==> src/rtl/ddr_read_arbiter_pkg.sv <==
// Shared definitions for the DDR read arbiter: FSM encoding and beat size.
package ddr_read_arbiter_pkg;

    localparam int unsigned FIFO_DATA_LEN_DFLT = 128;
    localparam int unsigned BEAT_BYTES         = FIFO_DATA_LEN_DFLT / 8;

    typedef enum logic [1:0] {
        ST_IDLE   = 2'd0,
        ST_ISSUE  = 2'd1,
        ST_STREAM = 2'd2
    } arb_state_t;

endpackage

==> src/rtl/ddr_read_arbiter_if.sv <==
// DDR reader side of the arbiter: command channel plus read-FIFO pop port.
interface ddr_read_arbiter_if
    import ddr_read_arbiter_pkg::*;
#(
    parameter int unsigned DDR_ADDR_LEN  = 32,
    parameter int unsigned SINGLE_LEN    = 24,
    parameter int unsigned FIFO_DATA_LEN = BEAT_BYTES * 8
);
    logic                     ddr_conf;
    logic [DDR_ADDR_LEN-1:0]  ddr_st_addr_out;
    logic [SINGLE_LEN-1:0]    ddr_len;
    logic                     ddr_fifo_empty;
    logic                     ddr_fifo_req;
    logic [FIFO_DATA_LEN-1:0] ddr_fifo_data;

    modport master (
        output ddr_conf, ddr_st_addr_out, ddr_len, ddr_fifo_req,
        input  ddr_fifo_empty, ddr_fifo_data
    );

    modport slave (
        input  ddr_conf, ddr_st_addr_out, ddr_len, ddr_fifo_req,
        output ddr_fifo_empty, ddr_fifo_data
    );
endinterface

==> src/rtl/ddr_read_arbiter_rr_pick.sv <==
// Round-robin winner selection: search starts just after the last grant.
module rr_pick #(
    parameter int unsigned N_REQ = 3,
    localparam int unsigned IDX_W = (N_REQ > 1) ? $clog2(N_REQ) : 1
) (
    input  logic [N_REQ-1:0] pending,
    input  logic [IDX_W-1:0] last_grant,
    output logic [N_REQ-1:0] winner
);
    int unsigned idx;
    logic        found;

    // First pending requester at (last_grant+1), (last_grant+2), ... wins.
    always_comb begin
        winner = '0;
        found  = 1'b0;
        idx    = 0;
        for (int unsigned k = 1; k <= N_REQ; k++) begin
            idx = (32'(last_grant) + k) % N_REQ;
            if (!found && pending[idx]) begin
                winner[idx] = 1'b1;
                found       = 1'b1;
            end
        end
    end
endmodule

==> src/rtl/ddr_read_arbiter.sv <==
// Arbitrates buffer-fill read requests onto a single DDR reader and routes
// its read FIFO to the current owner.
module ddr_read_arbiter
    import ddr_read_arbiter_pkg::*;
#(
    parameter int unsigned N_REQ         = 3,
    parameter int unsigned DDR_ADDR_LEN  = 32,
    parameter int unsigned SINGLE_LEN    = 24,
    parameter int unsigned FIFO_DATA_LEN = BEAT_BYTES * 8
) (
    input  logic                          clk,
    input  logic                          rst_n,
    input  logic [N_REQ-1:0]              req_conf,
    input  logic [N_REQ*DDR_ADDR_LEN-1:0] req_addr,
    input  logic [N_REQ*SINGLE_LEN-1:0]   req_len,
    output logic [N_REQ-1:0]              req_fifo_empty,
    input  logic [N_REQ-1:0]              req_fifo_req,
    output logic [FIFO_DATA_LEN-1:0]      req_fifo_data,
    output logic [N_REQ-1:0]              req_done,
    ddr_read_arbiter_if.master            ddr,
    output logic [N_REQ-1:0]              grant,
    output logic                          busy,
    output logic                          err_overlap
);
    localparam int unsigned IDX_W      = (N_REQ > 1) ? $clog2(N_REQ) : 1;
    localparam int unsigned BEAT_SHIFT = $clog2(FIFO_DATA_LEN / 8);

    arb_state_t             state, state_nxt;
    logic [N_REQ-1:0]       pending;
    logic [DDR_ADDR_LEN-1:0] lat_addr [N_REQ];
    logic [SINGLE_LEN-1:0]  lat_len  [N_REQ];
    logic [IDX_W-1:0]       last_grant;
    logic [IDX_W-1:0]       owner;
    logic [IDX_W-1:0]       winner_idx;
    logic [N_REQ-1:0]       winner;
    logic [SINGLE_LEN-1:0]  count;
    logic [SINGLE_LEN-1:0]  beats;
    logic [SINGLE_LEN-1:0]  beats_m1;
    logic                   start_arb, issue_cmd, issue_zero, beat, finish;

    rr_pick #(.N_REQ(N_REQ)) u_rr_pick (
        .pending    (pending),
        .last_grant (last_grant),
        .winner     (winner)
    );

    // Shift plus remainder-OR keeps the ceiling inside SINGLE_LEN bits.
    assign beats    = (ddr.ddr_len >> BEAT_SHIFT)
                    + SINGLE_LEN'(|ddr.ddr_len[BEAT_SHIFT-1:0]);
    assign beats_m1 = beats - SINGLE_LEN'(1);

    assign busy          = (state != ST_IDLE);
    assign req_fifo_data = ddr.ddr_fifo_data;
    assign ddr.ddr_fifo_req = (state == ST_STREAM) ? req_fifo_req[owner] : 1'b0;

    // Convert the one-hot winner to an index for the owner register.
    always_comb begin
        winner_idx = '0;
        for (int unsigned i = 0; i < N_REQ; i++) begin
            if (winner[i]) winner_idx = IDX_W'(i);
        end
    end

    // Only the owner sees the real empty flag, and only while streaming.
    always_comb begin
        req_fifo_empty = '1;
        if (state == ST_STREAM) req_fifo_empty[owner] = ddr.ddr_fifo_empty;
    end

    // FSM state register.
    always_ff @(posedge clk or negedge rst_n) begin
        if (!rst_n) state <= ST_IDLE;
        else        state <= state_nxt;
    end

    // FSM next state and one-cycle control strobes.
    always_comb begin
        state_nxt  = state;
        start_arb  = 1'b0;
        issue_cmd  = 1'b0;
        issue_zero = 1'b0;
        beat       = 1'b0;
        finish     = 1'b0;
        case (state)
            ST_IDLE: begin
                if (|pending) begin
                    start_arb = 1'b1;
                    state_nxt = ST_ISSUE;
                end
            end
            ST_ISSUE: begin
                if (lat_len[owner] == '0) begin
                    issue_zero = 1'b1;
                    state_nxt  = ST_IDLE;
                end else begin
                    issue_cmd = 1'b1;
                    state_nxt = ST_STREAM;
                end
            end
            ST_STREAM: begin
                beat = ddr.ddr_fifo_req && !ddr.ddr_fifo_empty;
                if (beat && (count == beats_m1)) begin
                    finish    = 1'b1;
                    state_nxt = ST_IDLE;
                end
            end
            default: state_nxt = ST_IDLE;
        endcase
    end

    // Request capture; completion clear is applied last, and any conf for a
    // still-pending slot is dropped, so set and clear never collide.
    always_ff @(posedge clk or negedge rst_n) begin
        if (!rst_n) begin
            pending     <= '0;
            err_overlap <= 1'b0;
            for (int unsigned i = 0; i < N_REQ; i++) begin
                lat_addr[i] <= '0;
                lat_len[i]  <= '0;
            end
        end else begin
            for (int unsigned i = 0; i < N_REQ; i++) begin
                if (req_conf[i]) begin
                    if (pending[i]) begin
                        err_overlap <= 1'b1;
                    end else begin
                        pending[i]  <= 1'b1;
                        lat_addr[i] <= req_addr[i*DDR_ADDR_LEN +: DDR_ADDR_LEN];
                        lat_len[i]  <= req_len[i*SINGLE_LEN +: SINGLE_LEN];
                    end
                end
            end
            if (finish || issue_zero) pending[owner] <= 1'b0;
        end
    end

    // Grant bookkeeping and completion pulse.
    always_ff @(posedge clk or negedge rst_n) begin
        if (!rst_n) begin
            grant      <= '0;
            owner      <= '0;
            last_grant <= IDX_W'(N_REQ - 1);
            req_done   <= '0;
        end else begin
            req_done <= '0;
            if (start_arb) begin
                grant <= winner;
                owner <= winner_idx;
            end else if (finish || issue_zero) begin
                req_done   <= grant;
                grant      <= '0;
                last_grant <= owner;
            end
        end
    end

    // DDR command registers; address/length stay valid for the whole stream.
    always_ff @(posedge clk or negedge rst_n) begin
        if (!rst_n) begin
            ddr.ddr_conf        <= 1'b0;
            ddr.ddr_st_addr_out <= '0;
            ddr.ddr_len         <= '0;
        end else begin
            ddr.ddr_conf <= issue_cmd;
            if (issue_cmd) begin
                ddr.ddr_st_addr_out <= lat_addr[owner];
                ddr.ddr_len         <= lat_len[owner];
            end
        end
    end

    // Beat counter, restarted for each issued command.
    always_ff @(posedge clk or negedge rst_n) begin
        if (!rst_n)                  count <= '0;
        else if (state == ST_ISSUE)  count <= '0;
        else if (beat && !finish)    count <= count + SINGLE_LEN'(1);
    end
endmodule

==> src/flat_wrapper.sv <==
// flat-port wrapper written by rule: the top's interface ports become plain ports
module ddr_read_arbiter_flat import ddr_read_arbiter_pkg::*;
#(
    parameter int unsigned N_REQ         = 3,
    parameter int unsigned DDR_ADDR_LEN  = 32,
    parameter int unsigned SINGLE_LEN    = 24,
    parameter int unsigned FIFO_DATA_LEN = BEAT_BYTES * 8
)
  (clk, rst_n, req_conf, req_addr, req_len, req_fifo_empty, req_fifo_req, req_fifo_data, req_done, grant, busy, err_overlap, ddr_ddr_conf, ddr_ddr_st_addr_out, ddr_ddr_len, ddr_ddr_fifo_req, ddr_ddr_fifo_empty, ddr_ddr_fifo_data);
  ddr_read_arbiter_if #(.DDR_ADDR_LEN(DDR_ADDR_LEN), .SINGLE_LEN(SINGLE_LEN), .FIFO_DATA_LEN(FIFO_DATA_LEN)) ddr_i ();
  input  logic clk;
  input  logic rst_n;
  input  logic [N_REQ-1:0] req_conf;
  input  logic [N_REQ*DDR_ADDR_LEN-1:0] req_addr;
  input  logic [N_REQ*SINGLE_LEN-1:0] req_len;
  output logic [N_REQ-1:0] req_fifo_empty;
  input  logic [N_REQ-1:0] req_fifo_req;
  output logic [FIFO_DATA_LEN-1:0] req_fifo_data;
  output logic [N_REQ-1:0] req_done;
  output logic [N_REQ-1:0] grant;
  output logic busy;
  output logic err_overlap;
  output wire logic [$bits(ddr_i.ddr_conf)-1:0] ddr_ddr_conf;
  output wire logic [$bits(ddr_i.ddr_st_addr_out)-1:0] ddr_ddr_st_addr_out;
  output wire logic [$bits(ddr_i.ddr_len)-1:0] ddr_ddr_len;
  output wire logic [$bits(ddr_i.ddr_fifo_req)-1:0] ddr_ddr_fifo_req;
  input wire logic [$bits(ddr_i.ddr_fifo_empty)-1:0] ddr_ddr_fifo_empty;
  input wire logic [$bits(ddr_i.ddr_fifo_data)-1:0] ddr_ddr_fifo_data;
  assign ddr_ddr_conf = ddr_i.ddr_conf;
  assign ddr_ddr_st_addr_out = ddr_i.ddr_st_addr_out;
  assign ddr_ddr_len = ddr_i.ddr_len;
  assign ddr_ddr_fifo_req = ddr_i.ddr_fifo_req;
  assign ddr_i.ddr_fifo_empty = ddr_ddr_fifo_empty;
  assign ddr_i.ddr_fifo_data = ddr_ddr_fifo_data;
  ddr_read_arbiter #(.N_REQ(N_REQ), .DDR_ADDR_LEN(DDR_ADDR_LEN), .SINGLE_LEN(SINGLE_LEN), .FIFO_DATA_LEN(FIFO_DATA_LEN)) u_core (.clk(clk), .rst_n(rst_n), .req_conf(req_conf), .req_addr(req_addr), .req_len(req_len), .req_fifo_empty(req_fifo_empty), .req_fifo_req(req_fifo_req), .req_fifo_data(req_fifo_data), .req_done(req_done), .ddr(ddr_i), .grant(grant), .busy(busy), .err_overlap(err_overlap));
endmodule
==> config.mk <==
export PLATFORM = sky130hd
export DESIGN_NAME = ddr_read_arbiter_flat
export DESIGN_NICKNAME = d
export VERILOG_FILES = /design/src/rtl/ddr_read_arbiter_pkg.sv /design/src/rtl/ddr_read_arbiter_if.sv /design/src/rtl/ddr_read_arbiter_rr_pick.sv /design/src/rtl/ddr_read_arbiter.sv /design/src/flat_wrapper.sv
export SDC_FILE = /design/constraint.sdc
export NUM_CORES = 1
export LEC_CHECK = 0
export CORE_AREA = 2 2 195 197
export DETAILED_ROUTE_END_ITERATION = 12
export DIE_AREA = 0 0 197 199
export PLACE_DENSITY = 0.73
export SLEW_MARGIN = 20
export SYNTH_ARGS = -nofsm -noshare
export SYNTH_HDL_FRONTEND = slang
export SYNTH_SLANG_ARGS = --single-unit
==> constraint.sdc <==
create_clock -name clk -period 4.35 [get_ports clk]
set_input_delay 0.87 -clock clk [delete_from_list [all_inputs] [get_ports clk]]
set_output_delay 0.87 -clock clk [all_outputs]
set_load 0.05 [all_outputs]
### Metal layers overlaid, run 1

Bar = 50 um. Only two layers are drawn.
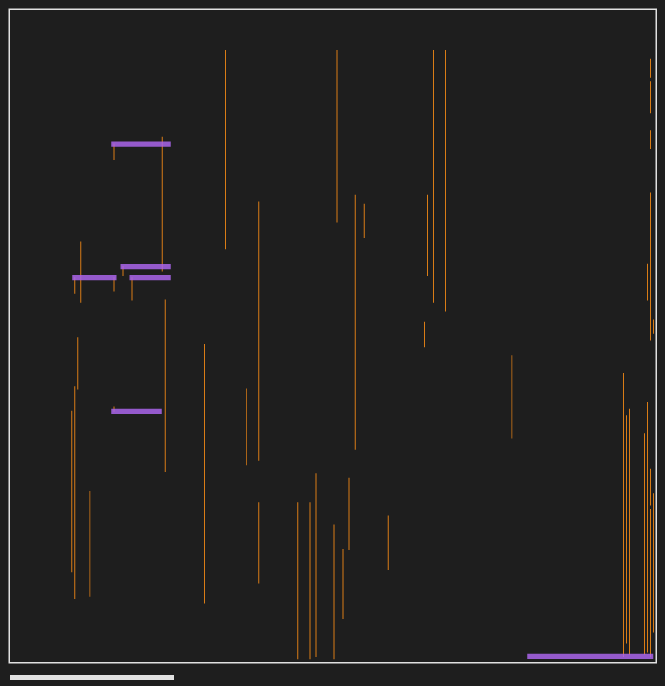
metal 5 -> purple  # wire length 104 um
metal 4 -> orange  # wire length 1720 um

### Wire density map, run 1

39 x 40 tiles, from white (low) to dark blue (high), scaled to the fullest tile. Values are wire area over tile area, all layers added.
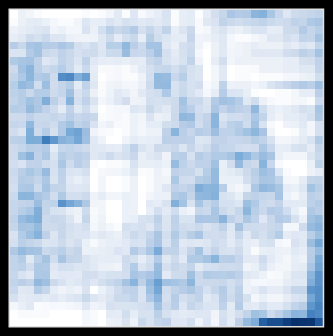
fullest tile = 1.0
densest ninth of the die = south-east
nearly empty tiles = 4.4%
mean over tiles = 0.21
tiles over half the peak = 2.1%

### Close-up of the layout, run 1

Bar = 5 um. Region (138, 139) to (158, 159) um. Cells in gray, sequential cells in the stronger gray; small squares are vias.
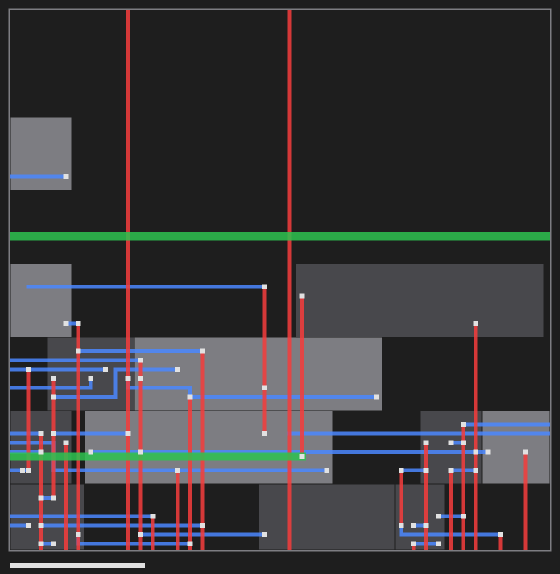
metal 3 -> green
metal 2 -> red
metal 1 -> blue
sequential cells in the window = 2
netlist names of flops here include = `u_core.count` (2)
cells with their middle in the window = 9
most frequent = dfrtp_1 (2)

### Met1 routing, run 1

Bar = 50 um. Cells faint in the background.
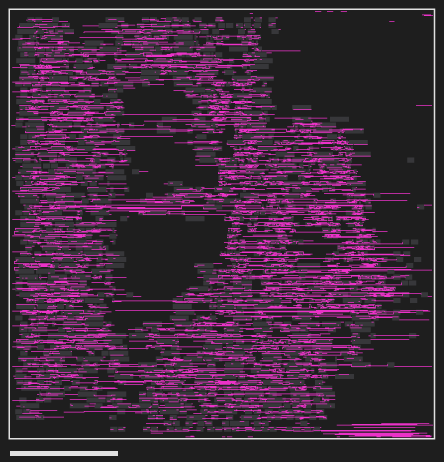
nets with wire on the layer = 1490
longest straight run = 58.9 um
share of all routed wire = 36%
main direction = horizontal
Final Routed Wirelength: 46.33 mm
Via Count: 10610
GR Util met1: 25.59%

==> results.json, run 1 <==
{
  "hold_class": "in2async",
  "top_register": "u_core.lat_addr",
  "total_power_mw": 5.852,
  "edf_count": 0,
  "dr_wl_met2_mm": 21.96,
  "vias_per_cell": 5.490,
  "cp.required_ns": 4.83,
  "grt_use_met2_pct": 38.45,
  "slew_headroom_pct": 30.55,
  "ios": 502,
  "pwr-share-comb_pct": 10.2,
  "met1_length_mm": 16.73,
  "yosysSeqAreaShare_pct": 46.79,
  "grt_max_degree": 135,
  "routedWlPerCell_um": 23.97,
  "seq_cell_count": 265,
  "gp_congestion": 0.8749,
  "fillers": 3362,
  "finalSetupViolations": 0,
  "ys_warn_count": 0,
  "p_leak_nw": 7.239,
  "status": "finished clean",
  "htree_num_levels": 1,
  "nets": 1749,
  "busiest_layer": "met2",
  "mux_share_pct": 19.51,
  "worstRegToRegCells": 17,
  "final.setup.tns_ns": 0,
  "nNonClkInverters": 14,
  "worst_hold_slack_ns": 0.2548,
  "fin_ws_ns": 0.1338,
  "cts_hold_buf": 0,
  "ys_sh_xor_pct": 2.471,
  "first_iter_violations": 542,
  "critical_path_arrival_ns": 4.69,
  "fp.dieH_um": 199,
  "period_used_pct": 96.92
}
## run 1: cell usage after synthesis (12+ instances only)
master / count
nor4_1: 16
xor2_1: 12
nand3_1: 17
buf_1: 14
xnor2_1: 28
nor2_1: 57
o21ai_1: 16
mux2_2: 191
or3_1: 17
o21ai_0: 66
inv_1: 14
buf_4: 132
clkbuf_1: 56
nand4_1: 16
a21oi_1: 59
dfrtp_1: 264
mux2i_1: 60
nand2_1: 94
## run 1: power groups by stage
stage / sequential, mW / clock, mW / combinational [mW]
CTS: 2.80 / 2.51 / 0.602
detailed placement: 2.84 / 0 / 0.598
finish: 2.80 / 2.46 / 0.595
global route: 2.83 / 2.62 / 0.656
global placement: 2.83 / 0 / 0.577
floorplan: 2.79 / 0 / 0.627
### Routing congestion map, run 1

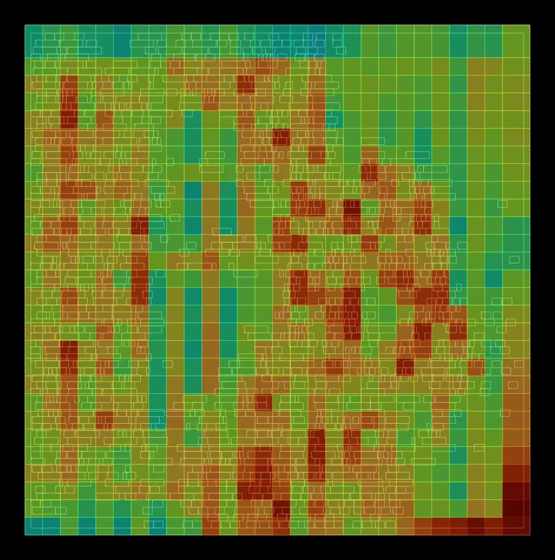

--- run 2 (diff from run 1) ---
--- a/config.mk
+++ b/config.mk
@@ -5,10 +5,11 @@
 export SDC_FILE = /design/constraint.sdc
 export NUM_CORES = 1
 export LEC_CHECK = 0
-export CORE_AREA = 2 2 195 197
+export CORE_AREA = 2 2 193 195
+export CTS_BUF_LIST = sky130_fd_sc_hd__clkbuf_4
 export DETAILED_ROUTE_END_ITERATION = 12
-export DIE_AREA = 0 0 197 199
-export PLACE_DENSITY = 0.73
+export DIE_AREA = 0 0 195 197
+export PLACE_DENSITY = 0.74
 export SLEW_MARGIN = 20
 export SYNTH_ARGS = -nofsm -noshare
 export SYNTH_HDL_FRONTEND = slang
### Routing congestion map, run 2

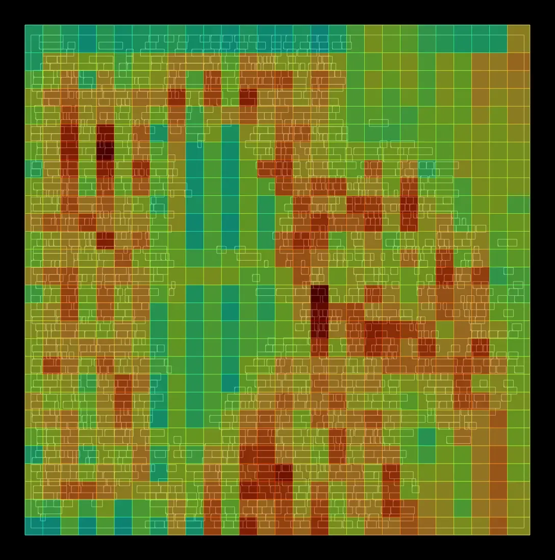
met2 Track Usage GR: 40.65%
Util after Layout: 48.31%
busiest layer in global routing: met2
GR Util met1: 25.39%

==> run 2 against run 1 <==
Clock power down 3%. Largest power group unchanged. Fmax rose by 1.2%. Cell count up 3.8%. Routed wire length is 0.30% higher. Register-to-register slack gained 0.05 ns. Power fell by 1.2%. Sequential share of layout area rose by 0.12 points. Synthesized area stayed put. Non-clock buffer count shrank 6. Clock-buffer cell count increased by 73. Sequential power barely moved.
==> results.json, run 2 <==
{
  "ios": 502,
  "edf_count": 0,
  "worstRegToRegCells": 13,
  "critical_path_arrival_ns": 4.77,
  "met1_length_mm": 16.47,
  "clk-power_mw": 2.39,
  "cp.required_ns": 4.96,
  "grt_max_degree": 105,
  "routed_wl_mm": 46.47,
  "top_register": "u_core.lat_addr",
  "yosys-top-cells-count": "dfrtp_1, mux2_2, buf_4",
  "hold_class": "in2async",
  "vias_per_cell": 5.457,
  "finalSetupViolations": 0,
  "cts_hold_buf": 0,
  "top_power_group": "sequential cells",
  "topCellsByArea": "dfrtp_1, mux2_2, buf_4",
  "final.setup.tns_ns": 0,
  "ys_warn_count": 0,
  "pwr-share-comb_pct": 10.2,
  "htree_num_levels": 3,
  "powerComb_mw": 0.591,
  "routedWlPerCell_um": 23.15,
  "slew_headroom_pct": 38.35,
  "first_iter_violations": 419,
  "ys_types": 77,
  "yosysSeqAreaShare_pct": 46.79,
  "synth.most_common_cell": "dfrtp_1",
  "nets": 1791,
  "final_area_um2": 17520,
  "p_leak_nw": 7.343,
  "status": "finished clean",
  "total_power_mw": 5.783,
  "gp_congestion": 0.8647,
  "period_used_pct": 95.77,
  "dr_wl_met2_mm": 22.84,
  "fin_ws_ns": 0.1841,
  "pg_seq_mw": 2.80,
  "fp.dieH_um": 197
}
[run 2: logic make-up (layout without fill, tap and decap cells)]
group | count (synthesis) | count (layout) | share of synthesized area [%]
adder cells (fa/ha/maj) | 8 | 8 | 0.7061
AND/OR/NAND/NOR | 300 | 300 | 11.09
multiplexers | 252 | 252 | 19.51
buffers and inverters | 226 | 448 | 9.700
AND-OR/OR-AND | 222 | 222 | 9.735
flip-flops | 265 | 265 | 46.79
XOR/XNOR | 40 | 40 | 2.471
other | 0 | 4 | 0
[run 2: layout make-up]
type | count | area (um2)
Clock buffer | 120 | 900.9
Inverter | 14 | 52.55
Fill cell | 3327 | 18740
Clock inverter | 16 | 93.84
Timing Repair Buffer | 298 | 2943
Sequential cell | 265 | 6641
Tap cell | 468 | 585.6
Multi-Input combinational cell | 822 | 6289
Antenna cell | 4 | 10.01
Power and IR drop assume default switching activity.
